==> src/rtl/blake2_ctrl_pkg.sv <==
// Shared Blake2 engine widths and unloader state encoding.
// Imported by the controller and the digest return path.
package blake2_ctrl_pkg;

   localparam int DIGEST_W = 512;
   localparam int BLOCK_W  = 1024;
   localparam int LEN_W    = 128;

   localparam logic [1:0] IDLE = 2'b00;
   localparam logic [1:0] SEND = 2'b01;
   localparam logic [1:0] DONE = 2'b10;

   typedef enum logic [1:0] {
      ST_IDLE = IDLE,
      ST_SEND = SEND,
      ST_DONE = DONE
   } unl_state_t;

endpackage

==> src/rtl/digest_unloader_if.sv <==
// Processor-side word stream: valid/ready with a last marker.
// master drives words, slave accepts them.
interface digest_unloader_if #(
   parameter int W = 32
);

   logic [W-1:0] data_out;
   logic         valid_out;
   logic         ready_in;
   logic         last_out;

   modport master (
      output data_out,
      output valid_out,
      output last_out,
      input  ready_in
   );

   modport slave (
      input  data_out,
      input  valid_out,
      input  last_out,
      output ready_in
   );

endinterface

==> src/rtl/digest_unloader_word_mux.sv <==
// Selects word[idx] MSB-first from the captured digest and
// zeroes the bytes past the configured digest length.
module digest_word_mux
   import blake2_ctrl_pkg::*;
#(
   parameter int W  = 32,
   parameter int DB = 64,
   parameter int CW = 4
) (
   input  logic [DIGEST_W-1:0] cap,
   input  logic [CW-1:0]       idx,
   output logic [W-1:0]        word
);

   localparam logic [DIGEST_W-1:0] MASK =
      ~({DIGEST_W{1'b1}} >> (DB * 8));

   logic [DIGEST_W-1:0] masked;
   logic [DIGEST_W-1:0] shifted;

   // mask trailing bytes, then bring word idx to the top
   always_comb begin
      masked  = cap & MASK;
      shifted = masked << (int'(idx) * W);
      word    = shifted[DIGEST_W-1 -: W];
   end

endmodule

==> src/rtl/digest_unloader.sv <==
// Captures the Blake2 digest on a digest_valid rising edge
// and streams it to the processor as bus-width words.
module digest_unloader
   import blake2_ctrl_pkg::*;
#(
   parameter int proc_bus_width = 32,
   parameter int digest_bytes   = 64
) (
   input  logic                clk,
   input  logic                reset_n,
   input  logic [DIGEST_W-1:0] digest,
   input  logic                digest_valid,
   input  logic                init,
   digest_unloader_if.master   bus,
   output logic                busy,
   output logic                overrun
);

   localparam int NWORDS =
      (digest_bytes * 8 + proc_bus_width - 1) / proc_bus_width;
   localparam int CW =
      (NWORDS > 1) ? $clog2(NWORDS) : 1;
   localparam logic [CW-1:0] LAST_IDX = CW'(NWORDS - 1);

   unl_state_t          state_q, state_d;
   logic [CW-1:0]       cnt_q, cnt_d;
   logic [DIGEST_W-1:0] cap_q, cap_d;
   logic                ovr_q, ovr_d;
   logic                dv_q;
   logic                cap_evt;
   logic                sending;
   logic                is_last;
   logic [proc_bus_width-1:0] word;

   assign cap_evt = digest_valid & ~dv_q;
   assign sending = (state_q == ST_SEND);
   assign is_last = (cnt_q == LAST_IDX);

   digest_word_mux #(
      .W  (proc_bus_width),
      .DB (digest_bytes),
      .CW (CW)
   ) u_mux (
      .cap  (cap_q),
      .idx  (cnt_q),
      .word (word)
   );

   // dv_q resets high so a level held across reset is not an edge
   always_ff @(posedge clk or negedge reset_n) begin
      if (!reset_n) dv_q <= 1'b1;
      else          dv_q <= digest_valid;
   end

   // state, counter, capture register and sticky overrun
   always_ff @(posedge clk or negedge reset_n) begin
      if (!reset_n) begin
         state_q <= ST_IDLE;
         cnt_q   <= '0;
         cap_q   <= '0;
         ovr_q   <= 1'b0;
      end else begin
         state_q <= state_d;
         cnt_q   <= cnt_d;
         cap_q   <= cap_d;
         ovr_q   <= ovr_d;
      end
   end

   // next-state: init overrides everything, incl. a capture edge
   always_comb begin
      state_d = state_q;
      cnt_d   = cnt_q;
      cap_d   = cap_q;
      ovr_d   = ovr_q;
      if (init) begin
         state_d = ST_IDLE;
         cnt_d   = '0;
         cap_d   = '0;
         ovr_d   = 1'b0;
      end else begin
         case (state_q)
            ST_IDLE: begin
               if (cap_evt) begin
                  cap_d   = digest;
                  cnt_d   = '0;
                  state_d = ST_SEND;
               end
            end
            ST_SEND: begin
               if (cap_evt) ovr_d = 1'b1;
               if (bus.ready_in) begin
                  if (is_last) state_d = ST_DONE;
                  else         cnt_d   = cnt_q + 1'b1;
               end
            end
            ST_DONE: begin
               if (!digest_valid) state_d = ST_IDLE;
            end
            default: state_d = ST_IDLE;
         endcase
      end
   end

   // outputs decoded from registered state only
   always_comb begin
      bus.valid_out = sending;
      bus.last_out  = sending & is_last;
      bus.data_out  = sending ? word : '0;
      busy          = sending;
      overrun       = ovr_q;
   end

endmodule

==> src/flat_wrapper.sv <==
// flat-port wrapper written by rule: the top's interface ports become plain ports
module digest_unloader_flat import blake2_ctrl_pkg::*;
#(
   parameter int proc_bus_width = 32,
   parameter int digest_bytes   = 64
)
  (clk, reset_n, digest, digest_valid, init, busy, overrun, bus_data_out, bus_valid_out, bus_last_out, bus_ready_in);
  digest_unloader_if #(.W(32)) bus_i ();
  input  logic clk;
  input  logic reset_n;
  input  logic [DIGEST_W-1:0] digest;
  input  logic digest_valid;
  input  logic init;
  output logic busy;
  output logic overrun;
  output wire logic [$bits(bus_i.data_out)-1:0] bus_data_out;
  output wire logic [$bits(bus_i.valid_out)-1:0] bus_valid_out;
  output wire logic [$bits(bus_i.last_out)-1:0] bus_last_out;
  input wire logic [$bits(bus_i.ready_in)-1:0] bus_ready_in;
  assign bus_data_out = bus_i.data_out;
  assign bus_valid_out = bus_i.valid_out;
  assign bus_last_out = bus_i.last_out;
  assign bus_i.ready_in = bus_ready_in;
  digest_unloader #(.proc_bus_width(proc_bus_width), .digest_bytes(digest_bytes)) u_core (.clk(clk), .reset_n(reset_n), .digest(digest), .digest_valid(digest_valid), .init(init), .bus(bus_i), .busy(busy), .overrun(overrun));
endmodule
==> config.mk <==
export PLATFORM = sky130hd
export DESIGN_NAME = digest_unloader_flat
export DESIGN_NICKNAME = d
export VERILOG_FILES = /design/src/rtl/blake2_ctrl_pkg.sv /design/src/rtl/digest_unloader_if.sv /design/src/rtl/digest_unloader_word_mux.sv /design/src/rtl/digest_unloader.sv /design/src/flat_wrapper.sv
export SDC_FILE = /design/constraint.sdc
export NUM_CORES = 1
export LEC_CHECK = 0
export CAP_MARGIN = 30
export CORE_MARGIN = 8
export CORE_UTILIZATION = 25
export CTS_CLUSTER_SIZE = 16
export DETAILED_ROUTE_END_ITERATION = 16
export HOLD_SLACK_MARGIN = 0.02
export SLEW_MARGIN = 5
export SYNTH_ARGS = -nofsm -noshare
export SYNTH_HDL_FRONTEND = slang
export SYNTH_SLANG_ARGS = --single-unit
==> constraint.sdc <==
create_clock -name clk -period 3.27 [get_ports clk]
set_input_delay 0.654 -clock clk [delete_from_list [all_inputs] [get_ports clk]]
set_output_delay 0.654 -clock clk [all_outputs]
set_load 0.05 [all_outputs]
Figure 1. M2 wires.
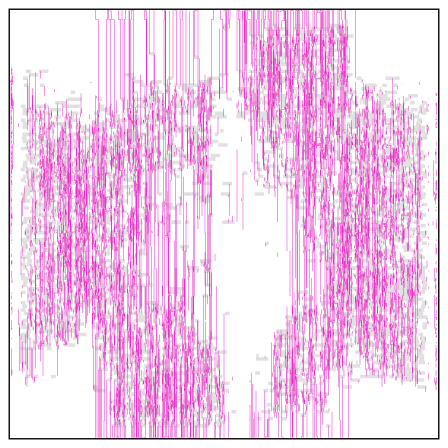
wire length on this layer: 57.0 mm
nets with wire on the layer: 3152
share of all routed wire: 48%
longest straight run: 147 um
main direction: vertical
WL final: 118600 um
vias: 22.84k
GRT met2 Usage: 34.92%

Figure 2. Routing congestion map.
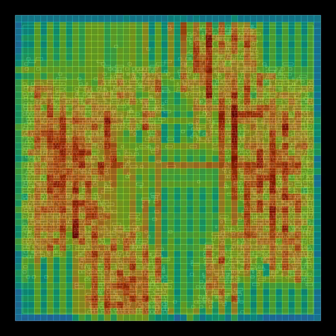
GR Util met1: 25.58%
fin util: 36.36%
grt met3 use: 6.344%
All-Layer GR Usage: 20.55%

Figure 3. I/O nets highlighted.
Scale bar: 100 um.
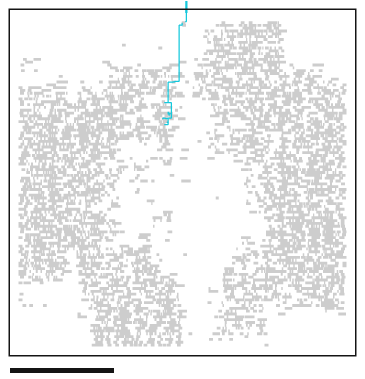
| port | colour | direction | end cells | buffers | wire |
|---|---|---|---|---|---|
| bus_valid_out | cyan | output | 1 | 2 | 149 um |
I/O Pins: 553
PortBufs: 552

==> qor.txt <==
GR Overflow Total = 0
Post-DP HPWL = 88900 um
Outcome = complete, but fails checks
H-tree Lvls = 3
Number of cells in Yosys stat = 2810
Crit path to = bus_data_out[23]
Sequential Power = 6.93 mW
Seq pwr share = 41.1%
Area share, top type = 52.14%
Metal-1 WL = 48570 um
Switch share = 26.49%
Largest net degree at the start of global routing = 160
Setup slack after layout = -26.94 ps
CTS Buf Count = 67
# hold bufs at CTS = 1
Worst Hold Depth = 2
Largest register FFs = 512
Top pwr grp = clock
Syn_nets = 3328
Final setup violation count = 5
Failing checks = setup timing
Layer with the highest usage = met2
Initial DRC Count = 2049
Ys flops = 520
Most frequent logic cell in the layout = nand2_1
P_int = 12.42 mW
Synthesized cell area = 24910 um^2
Power figures rest on the tool's default switching activity, not on a simulated workload.
